Figure 1. Signal wires by layer (run 1).
The bar under the picture is 20 um long.
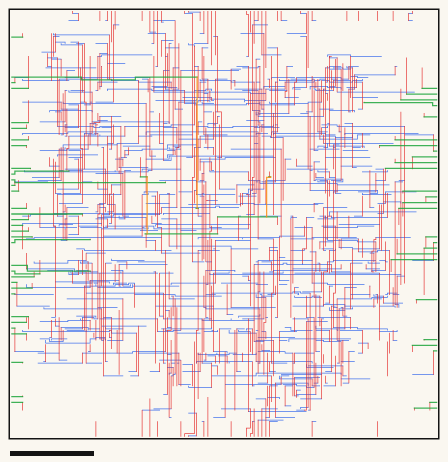
Figure 2. Cells by drive strength (run 1).
The bar under the picture is 20 um long.
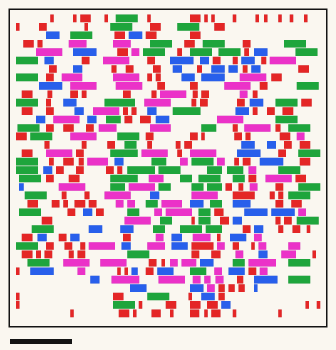
Figure 3. Cell outlines without signal wires (run 1).
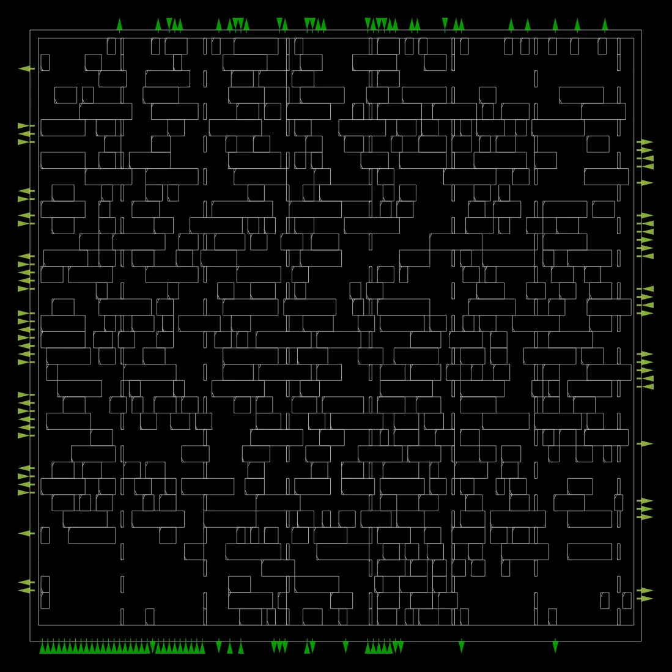
==> src/rtl/masked_write_sequencer.sv <==
// masked_write_sequencer
// Sweeps a contiguous, wrapping range of memory addresses one word per cycle
// on command, driving the memory's enable/address and folding the memory's
// combinational read data into an XOR checksum reported with a done pulse.
`timescale 1ns/1ps

module masked_write_sequencer #(
   parameter int DEPTH  = 8,
   parameter int DATA_W = 32,
   parameter int ADDR_W = 32,
   parameter int CNT_W  = 4
) (
   input  logic              clk,
   input  logic              reset,
   input  logic              io_cmd_valid,
   output logic              io_cmd_ready,
   input  logic [ADDR_W-1:0] io_cmd_base,
   input  logic [CNT_W-1:0]  io_cmd_count,
   input  logic [DATA_W-1:0] io_rd_data,
   output logic              io_enable,
   output logic [ADDR_W-1:0] io_addr,
   output logic              io_busy,
   output logic              io_done,
   output logic [DATA_W-1:0] io_xor
);

   localparam int PW = $clog2(DEPTH);
   localparam logic [CNT_W-1:0] DEPTH_CNT = CNT_W'(DEPTH);

   typedef enum logic [1:0] {
      S_IDLE = 2'd0,
      S_RUN  = 2'd1,
      S_DONE = 2'd2
   } state_t;

   state_t            r_state;
   logic [PW-1:0]     r_ptr;
   logic [CNT_W-1:0]  r_remaining;
   logic [DATA_W-1:0] r_xor_acc;

   state_t            w_state_nxt;
   logic [PW-1:0]     w_ptr_nxt;
   logic [CNT_W-1:0]  w_remaining_nxt;
   logic [DATA_W-1:0] w_xor_nxt;
   logic [CNT_W-1:0]  w_count_clamped;

   // Only the low PW bits of the base select a word; the rest are don't-care.
   logic w_unused_base;
   assign w_unused_base = &{1'b0, io_cmd_base[ADDR_W-1:PW]};

   // Requests longer than the memory would revisit words, so cap at DEPTH.
   assign w_count_clamped = (io_cmd_count > DEPTH_CNT) ? DEPTH_CNT : io_cmd_count;

   // Next-state and next-datapath decode for the sweep FSM.
   always_comb begin
      // NOTE: every signal gets a default first so no path leaves it unassigned (no latch).
      w_state_nxt     = r_state;
      w_ptr_nxt       = r_ptr;
      w_remaining_nxt = r_remaining;
      w_xor_nxt       = r_xor_acc;
      case (r_state)
         S_IDLE: begin
            if (io_cmd_valid) begin
               w_xor_nxt       = '0;
               w_ptr_nxt       = io_cmd_base[PW-1:0];
               w_remaining_nxt = w_count_clamped;
               w_state_nxt     = (w_count_clamped == '0) ? S_DONE : S_RUN;
            end
         end
         S_RUN: begin
            // Read data at this edge is the pre-write value of the word being masked.
            w_xor_nxt       = r_xor_acc ^ io_rd_data;
            w_ptr_nxt       = r_ptr + PW'(1);
            w_remaining_nxt = r_remaining - CNT_W'(1);
            if (r_remaining == CNT_W'(1)) begin
               w_state_nxt = S_DONE;
            end
         end
         S_DONE: begin
            w_state_nxt = S_IDLE;
         end
         default: begin
            w_state_nxt = S_IDLE;
         end
      endcase
   end

   // State and datapath registers; reset wins over any accept or sweep step.
   always_ff @(posedge clk) begin
      // NOTE: sequential state uses non-blocking assignments so all registers update together.
      if (reset) begin
         r_state     <= S_IDLE;
         r_ptr       <= '0;
         r_remaining <= '0;
         r_xor_acc   <= '0;
      end else begin
         r_state     <= w_state_nxt;
         r_ptr       <= w_ptr_nxt;
         r_remaining <= w_remaining_nxt;
         r_xor_acc   <= w_xor_nxt;
      end
   end

   // Outputs decode from registers only.
   assign io_cmd_ready = (r_state == S_IDLE);
   assign io_enable    = (r_state == S_RUN);
   assign io_busy      = (r_state == S_RUN);
   assign io_done      = (r_state == S_DONE);
   assign io_addr      = ADDR_W'(r_ptr);
   assign io_xor       = r_xor_acc;

endmodule

==> config.mk <==
export PLATFORM = sky130hd
export DESIGN_NAME = masked_write_sequencer
export DESIGN_NICKNAME = d
export VERILOG_FILES = /design/src/rtl/masked_write_sequencer.sv
export SDC_FILE = /design/constraint.sdc
export NUM_CORES = 1
export LEC_CHECK = 0
export CELL_PAD_IN_SITES_DETAIL_PLACEMENT = 1
export CELL_PAD_IN_SITES_GLOBAL_PLACEMENT = 1
export CORE_UTILIZATION = 24
export DETAILED_ROUTE_END_ITERATION = 16
export PLACE_DENSITY_LB_ADDON = 0.1
export SETUP_SLACK_MARGIN = 0.05
export SLEW_MARGIN = 15
export SYNTH_ARGS = -nofsm -noshare
export SYNTH_HDL_FRONTEND = slang
export SYNTH_SLANG_ARGS = --single-unit
==> constraint.sdc <==
create_clock -name clk -period 1.2 [get_ports clk]
set_clock_uncertainty 0.1 [all_clocks]
set_input_delay 0.18 -clock clk [delete_from_list [all_inputs] [get_ports clk]]
set_output_delay 0.18 -clock clk [all_outputs]
set_load 0.1 [all_outputs]
==> results.json, run 1 <==
{
  "core_region_area_mm2": 0.00973,
  "cts_tree": "done",
  "detail-route-antenna-nets": 0,
  "port-buffer-count": 80,
  "worst_slack_ps": -224,
  "finalHoldViolations": 0,
  "period_minus_slack_ps": 1420,
  "syn_area_mm2": 0.00240,
  "status": "finished, violations left",
  "yosysTopAreaCell": "dfxtp_1",
  "chipHeight_um": 102,
  "drv_cap": 0,
  "path_buffers": 4,
  "edf_count": 0,
  "crit_path_top_delay_cell": "dfxtp_4",
  "synthDistinctLibCells": 42,
  "crit_path_start": "r_state[1]$_SDFFE_PP0P_",
  "setup-tns-final_ps": -6320,
  "critPathTopFamily": "buffers and inverters",
  "hpwl_um": 5150,
  "final_layout_size_suffix_gt1_share_pct": 51.6,
  "antenna_found_initial": 0,
  "n_antenna_cell": 0,
  "violations": "setup timing",
  "max_stage_delay_ps": 370,
  "cp-end-kind": "register",
  "pre_cts_ws_ps": -434,
  "drt-total-wl_um": 8360,
  "drt_iter0_drc": 47,
  "syn_area_per_cell_um2": 8.76,
  "setup_viol_count_final": 45,
  "worstHoldStart": "reset",
  "cts_buffer_depth": 2,
  "drc": 0,
  "synthCells": 274,
  "critPathMaxFanout": 5,
  "gp_congestion": 0.760,
  "ys_seq_share_pct": 34.2
}
About Figure 1:
- green: M3 (wire length 439 um)
- blue: M1 (wire length 3610 um)
- orange: M4 (wire length 55.3 um)
- red: M2 (wire length 4250 um)

About Figure 2:
- blue: x2 (cells 60)
- magenta: x3 and x4 (cells 68; most used dfxtp_4)
- red: x1 and smaller (cells 186; most used clkdlybuf4s50_1)
- green: x6 and larger (cells 70; most used buf_12)

About Figure 3:
well tap count: 133
Rows: 36
filler cell count in the final layout: 1071

[run 1: final timing paths]
path,cells past startpoint,slack (ps),end
setup / recovery,7,-220,io_xor[14]$_SDFFE_PP0P_
hold / removal,2,230,io_xor[24]$_SDFFE_PP0P_
setup reg to reg,7,-220,io_xor[14]$_SDFFE_PP0P_
hold reg to reg,2,380,io_xor[27]$_SDFFE_PP0P_
[run 1: where the power goes]
part	switching [W]	total, W	internal [W]
Clock	0.000497	0.00109	0.000595
Combinational	0.00224	0.00375	0.00151
Sequential	0.000206	0.00173	0.00152
[run 1: kinds of logic (layout without fill, tap and decap cells)]
logic type	after synthesis	after routing	share of synthesized area (%)
other	1	29	0.156
AND/OR/NAND/NOR	85	85	25.8
adder cells (fa/ha/maj)	3	3	1.56
flip-flops	41	41	34.2
XOR/XNOR	1	1	0.365
buffers and inverters	57	139	16.5
AND-OR/OR-AND	86	86	21.4
[run 1: routing by layer]
layer / track usage (%) / vias up / wire length (um)
li1: - / 1152 / -
met1: 19.2 / 1151 / 3610
met2: 26.3 / 65 / 4250
met3: 3.42 / 6 / 439
met4: 3.30 / 0 / 55
met5: 0 / - / 0
[run 1: metrics by stage]
step / power, W / utilization [%] / cell area (um^2) / instances / hold slack (ps)
after floorplan: 0.00398 / - / 2660 / 302 / 232
after detailed placement: 0.00494 / 39.3 / 3820 / 489 / 400
after global routing: 0.00688 / 47.0 / 4570 / 517 / 249
final: 0.00657 / 47.0 / 4570 / 517 / 226
after CTS: 0.00633 / 42.6 / 4140 / 509 / 223
after global placement: 0.00491 / 39.3 / 3820 / 489 / 387
[run 1: timing repair]
item	in CTS	in global routing
pin swaps	11	20
resized	37	77
setup buffers	11	4
cloned	1	4
endpoints found under the setup margin	47	73
[run 1: flip-flops by register name, summed over array words and instances (netlist names)]
name and cells:
io_xor 32, r_ptr 3, r_remaining 4, r_state 2
[run 1: cells in the final DEF (no fill, tap or decap), types with 4 or more instances in the layout]
| master | synthesis | final |
|---|---|---|
| buf_12 | 0 | 43 |
| clkbuf_16 | 0 | 4 |
| a21oi_2 | 1 | 10 |
| dfxtp_4 | 0 | 29 |
| o21ai_1 | 0 | 16 |
| clkbuf_8 | 0 | 6 |
| nand3b_1 | 33 | 33 |
| a21oi_1 | 35 | 26 |
| buf_6 | 7 | 12 |
| conb_1 | 1 | 29 |
| dfxtp_2 | 0 | 10 |
| clkdlybuf4s50_1 | 0 | 37 |
| nor3b_1 | 32 | 17 |
| o21ai_2 | 0 | 12 |
| buf_4 | 33 | 23 |
| nor3b_2 | 0 | 12 |
[run 1: final cells by class]
cell class,instances,area [um^2]
Tap cell,133,166
Clock buffer,8,111
Multi-Input combinational cell,204,1600
Timing Repair Buffer,126,1720
Fill cell,1071,5160
Sequential cell,41,942
Inverter,5,28.8
[run 1: worst register-to-register path, cell delays in order, from the launching register on]
cell	delay (ps)
dfxtp_4	370
nand2b_4	170
inv_8	100
buf_8	140
buf_12	120
clkbuf_16	130
nand3b_1	80
a21oi_1	150
--- run 2 (diff from run 1) ---
- CTS_CLUSTER_SIZE: unset -> 28
Figure 4. Met3 routing (run 2).
The bar under the picture is 20 um long.
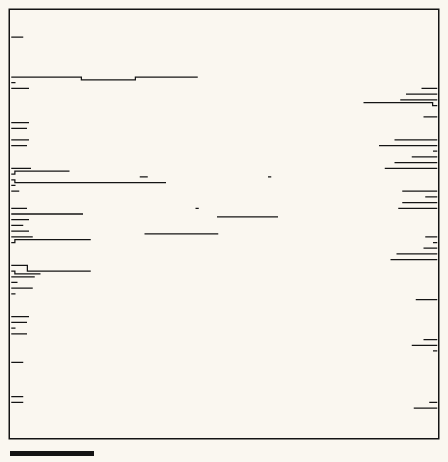
- nets with wire on the layer: 60
- main direction: horizontal
- longest straight run: 35.9 um
- share of all routed wire: 5.3%

==> results.json, run 2 <==
{
  "synthDistinctLibCells": 42,
  "dr_wl_met2_um": 4250,
  "synthCells": 274,
  "gr-usage-all-layers_pct": 15.2,
  "worstHoldStart": "reset",
  "drt-total-wl_um": 8360,
  "n_antenna_cell": 0,
  "status": "finished, violations left",
  "path_clk_slew_ps": 90,
  "edf_count": 0,
  "port-buffer-count": 80,
  "reg2regPathDepth": 7,
  "min_to": "io_xor[24]$_SDFFE_PP0P_",
  "setup_viol_count_final": 45,
  "placed_cell_area_mm2": 0.00382,
  "layout.cells.most_common": "buf_12",
  "gp_congestion": 0.760,
  "fin_area_mm2": 0.00457,
  "antenna_found_initial": 0,
  "cts_tree": "done",
  "drt_iter0_drc": 47,
  "cp-end-kind": "register",
  "chipHeight_um": 102,
  "violations": "setup timing",
  "highest_layer": "met4",
  "worst_slack_ps": -224,
  "r2r-end": "io_xor[14]$_SDFFE_PP0P_",
  "detail-route-antenna-nets": 0,
  "core_region_area_mm2": 0.00973,
  "yosysTopAreaCell": "dfxtp_1",
  "hpwl_um": 5150,
  "setup-tns-final_ps": -6320,
  "largest_reg_flops": 32,
  "syn_area_per_cell_um2": 8.76,
  "hold_depth": 2,
  "rrSetupSlack_ps": -220,
  "period_minus_slack_ps": 1420,
  "m1WireLength_um": 3610,
  "finalHoldViolations": 0,
  "row_count": 36
}
[run 2: cell counts in the layout (fill, tap and decap cells not counted)]
No cell type changed its count.
[run 2: critical path, cell delays in order (launching register included)]
cell and delay, ps:
dfxtp_4 370, nand2b_4 170, inv_8 100, buf_8 140
buf_12 110, clkbuf_16 130, nand3b_1 80, a21oi_1 150
[run 2: cells by family (layout without fill, tap and decap cells)]
kind of cell	after synthesis	after routing	share of synthesized area (%)
XOR/XNOR	1	1	0.365
flip-flops	41	41	34.2
buffers and inverters	57	139	16.5
other	1	29	0.156
AND-OR/OR-AND	86	86	21.4
AND/OR/NAND/NOR	85	85	25.8
adder cells (fa/ha/maj)	3	3	1.56
[run 2: per-stage QoR]
stage / power [W] / hold slack [ps] / utilization [%] / worst slack (ps) / cells
finish: 0.00657 / 226 / 47.0 / -224 / 517
global placement: 0.00491 / 387 / 39.3 / -362 / 489
global route: 0.00688 / 249 / 47.0 / -268 / 517
detailed placement: 0.00494 / 400 / 39.3 / -434 / 489
floorplan: 0.00398 / 232 / - / -270 / 302
CTS: 0.00633 / 223 / 42.6 / -227 / 509
[run 2: how the worst max path moves through the flow]
stage	to	depth (start not counted)	slack [ps]	from
5_1_grt	io_xor[12]$_SDFFE_PP0P_	7	-270	r_state[1]$_SDFFE_PP0P_
2_1_floorplan	io_done	4	-270	r_state[1]$_SDFFE_PP0P_
3_3_place_gp	r_remaining[2]$_SDFFE_PP0P_	5	-360	io_cmd_valid
3_5_place_dp	r_ptr[0]$_SDFFE_PP0P_	5	-430	io_cmd_valid
4_1_cts	io_done	3	-230	r_state[0]$_SDFFE_PP0P_
6_report	io_xor[14]$_SDFFE_PP0P_	7	-220	r_state[1]$_SDFFE_PP0P_
[run 2: power by group]
group	switching (W)	total [W]	internal (W)
registers	0.000206	0.00173	0.00152
logic	0.00224	0.00375	0.00151
clock network	0.000497	0.00109	0.000595
total	0.00295	0.00657	0.00362
[run 2: timing repair]
item	4_1_cts	5_1_grt
pin swaps	11	20
resized	37	77
endpoints found under the setup margin	47	73
cloned	1	4
buffers inserted	11	4
[run 2: layout make-up]
type	count	area, um^2
fill	1071	5160
timing repair buffer	126	1720
sequential	41	942
inverter	5	28.8
tap	133	166
multi-input combinational	204	1600
clock buffer	8	111
[run 2: metal layers]
metal | GRT usage (%) | vias to the layer above
met3 | 3.42 | 6
met4 | 3.30 | 0
met2 | 26.3 | 65
met1 | 19.2 | 1151
met5 | 0 | -
li1 | - | 1152
--- run 3 (diff from run 2) ---
- CORE_MARGIN: unset -> 2
==> results.json, run 3 <==
{
  "status": "finished, violations left",
  "violations": "setup timing",
  "dr_wl_met3_um": 606,
  "m1WireLength_um": 3490,
  "path_buffers": 4,
  "row_count": 36,
  "rrSetupSlack_ps": -280,
  "drv_cap": 0,
  "critPathTopFamily": "buffers and inverters",
  "core_region_area_mm2": 0.00973,
  "cp_common_cell": "buf_12",
  "gr-usage-all-layers_pct": 13.9,
  "n_antenna_cell": 0,
  "path_cells": "buf_6, o21bai_4, buf_12, buf_12, buf_4, o21ai_4, a21oi_2",
  "largest_reg_flops": 32,
  "synthDistinctLibCells": 42,
  "max_stage_delay_ps": 380,
  "cp-end-kind": "register",
  "placed_cell_area_mm2": 0.00392,
  "hpwl_um": 5420,
  "mostFrequentLayoutCells": "49 x buf_12, 40 x clkdlybuf4s50_1, 38 x buf_4",
  "drt-total-wl_um": 8050,
  "ys_seq_share_pct": 34.2,
  "syn_area_per_cell_um2": 8.76,
  "drc": 0,
  "port-buffer-count": 80,
  "period_minus_slack_ps": 1480,
  "cts_buffer_depth": 2,
  "drt_iter0_drc": 43,
  "setup_viol_count_final": 44,
  "worst_slack_ps": -278,
  "finalNonFillerCells": 527,
  "edf_count": 0,
  "gp_congestion": 0.681,
  "yosysTopAreaCell": "dfxtp_1",
  "fin_util_pct": 46.2,
  "finalHoldViolations": 0,
  "syn_area_mm2": 0.00240,
  "chipHeight_um": 104,
  "path_clk_slew_ps": 90,
  "highest_layer": "met4",
  "antenna_found_initial": 0,
  "detail-route-antenna-nets": 0,
  "dr_wl_met2_um": 3880,
  "crit_path_top_delay_cell": "dfxtp_4",
  "final_layout_size_suffix_gt1_share_pct": 45.7,
  "whs_ps": 370,
  "critPathMaxFanout": 7
}
-- run 3: area by class of cell --
type                            instances  area [um^2]  share of cell area [%]
Clock buffer                            7          108                    2.39
Timing Repair Buffer                  136         1790                    39.9
Multi-Input combinational cell        204         1470                    32.7
Inverter                                5         26.3                   0.584
Clock inverter                          1         6.26                   0.139
Tap cell                              133          166                    3.70
Sequential cell                        41          930                    20.7
-- run 3: per-stage QoR --
step / TNS (ps) / power, W
after floorplan: -1340 / 0.00398
after global placement: -11640 / 0.00502
after detailed placement: -12380 / 0.00504
after CTS: -8920 / 0.00639
after global routing: -12070 / 0.00684
final: -8840 / 0.00653
-- run 3: power by group --
group / switching, W / internal [W]
Sequential: 0.000170 / 0.00152
Combinational: 0.00221 / 0.00151
Clock: 0.000528 / 0.000595
Total: 0.00290 / 0.00362
-- run 3: metal layers --
metal	track usage, %	up-vias
met5	0	-
met4	2.90	0
met3	4.82	6
met2	23.8	66
met1	16.8	1152
li1	-	1163
-- run 3: tightest hold or removal path, stage by stage --
cell and delay, ps:
clkdlybuf4s50_1 420, nand3b_1 80, a21oi_1 50
-- run 3: timing repair --
item,4_1_cts,5_1_grt
pin swaps,5,14
setup endpoints to repair,49,77
cloned,0,2
endpoints found under the hold margin,0,0
resized,34,38
setup buffers,13,9
-- run 3: kinds of logic (layout without fill, tap and decap cells) --
kind of cell	count (synthesis)	in the layout	synth area share, %
other cells	1	29	0.156
compound gates	86	86	21.4
flops	41	41	34.2
fa+ha+maj	3	3	1.56
simple gates	85	85	25.8
buf+inv	57	149	16.5
xor+xnor	1	1	0.365
-- run 3: final timing paths --
check	endpoint	start	cells past startpoint
hold / removal	io_xor[31]$_SDFFE_PP0P_	io_rd_data[31]	3
setup / recovery	io_xor[0]$_SDFFE_PP0P_	r_state[1]$_SDFFE_PP0P_	7
hold reg to reg	io_xor[25]$_SDFFE_PP0P_	io_xor[25]$_SDFFE_PP0P_	2
setup reg to reg	io_xor[0]$_SDFFE_PP0P_	r_state[1]$_SDFFE_PP0P_	7
Figure 5. Signal wires by layer (run 3).
The bar under the picture is 20 um long.
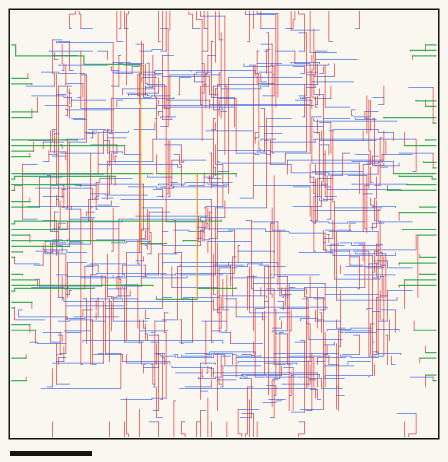
- blue: M1 (wire length 3490 um)
- green: M3 (wire length 607 um)
- orange: M4 (wire length 74.1 um)
- red: M2 (wire length 3880 um)

Power and IR drop assume default switching activity.
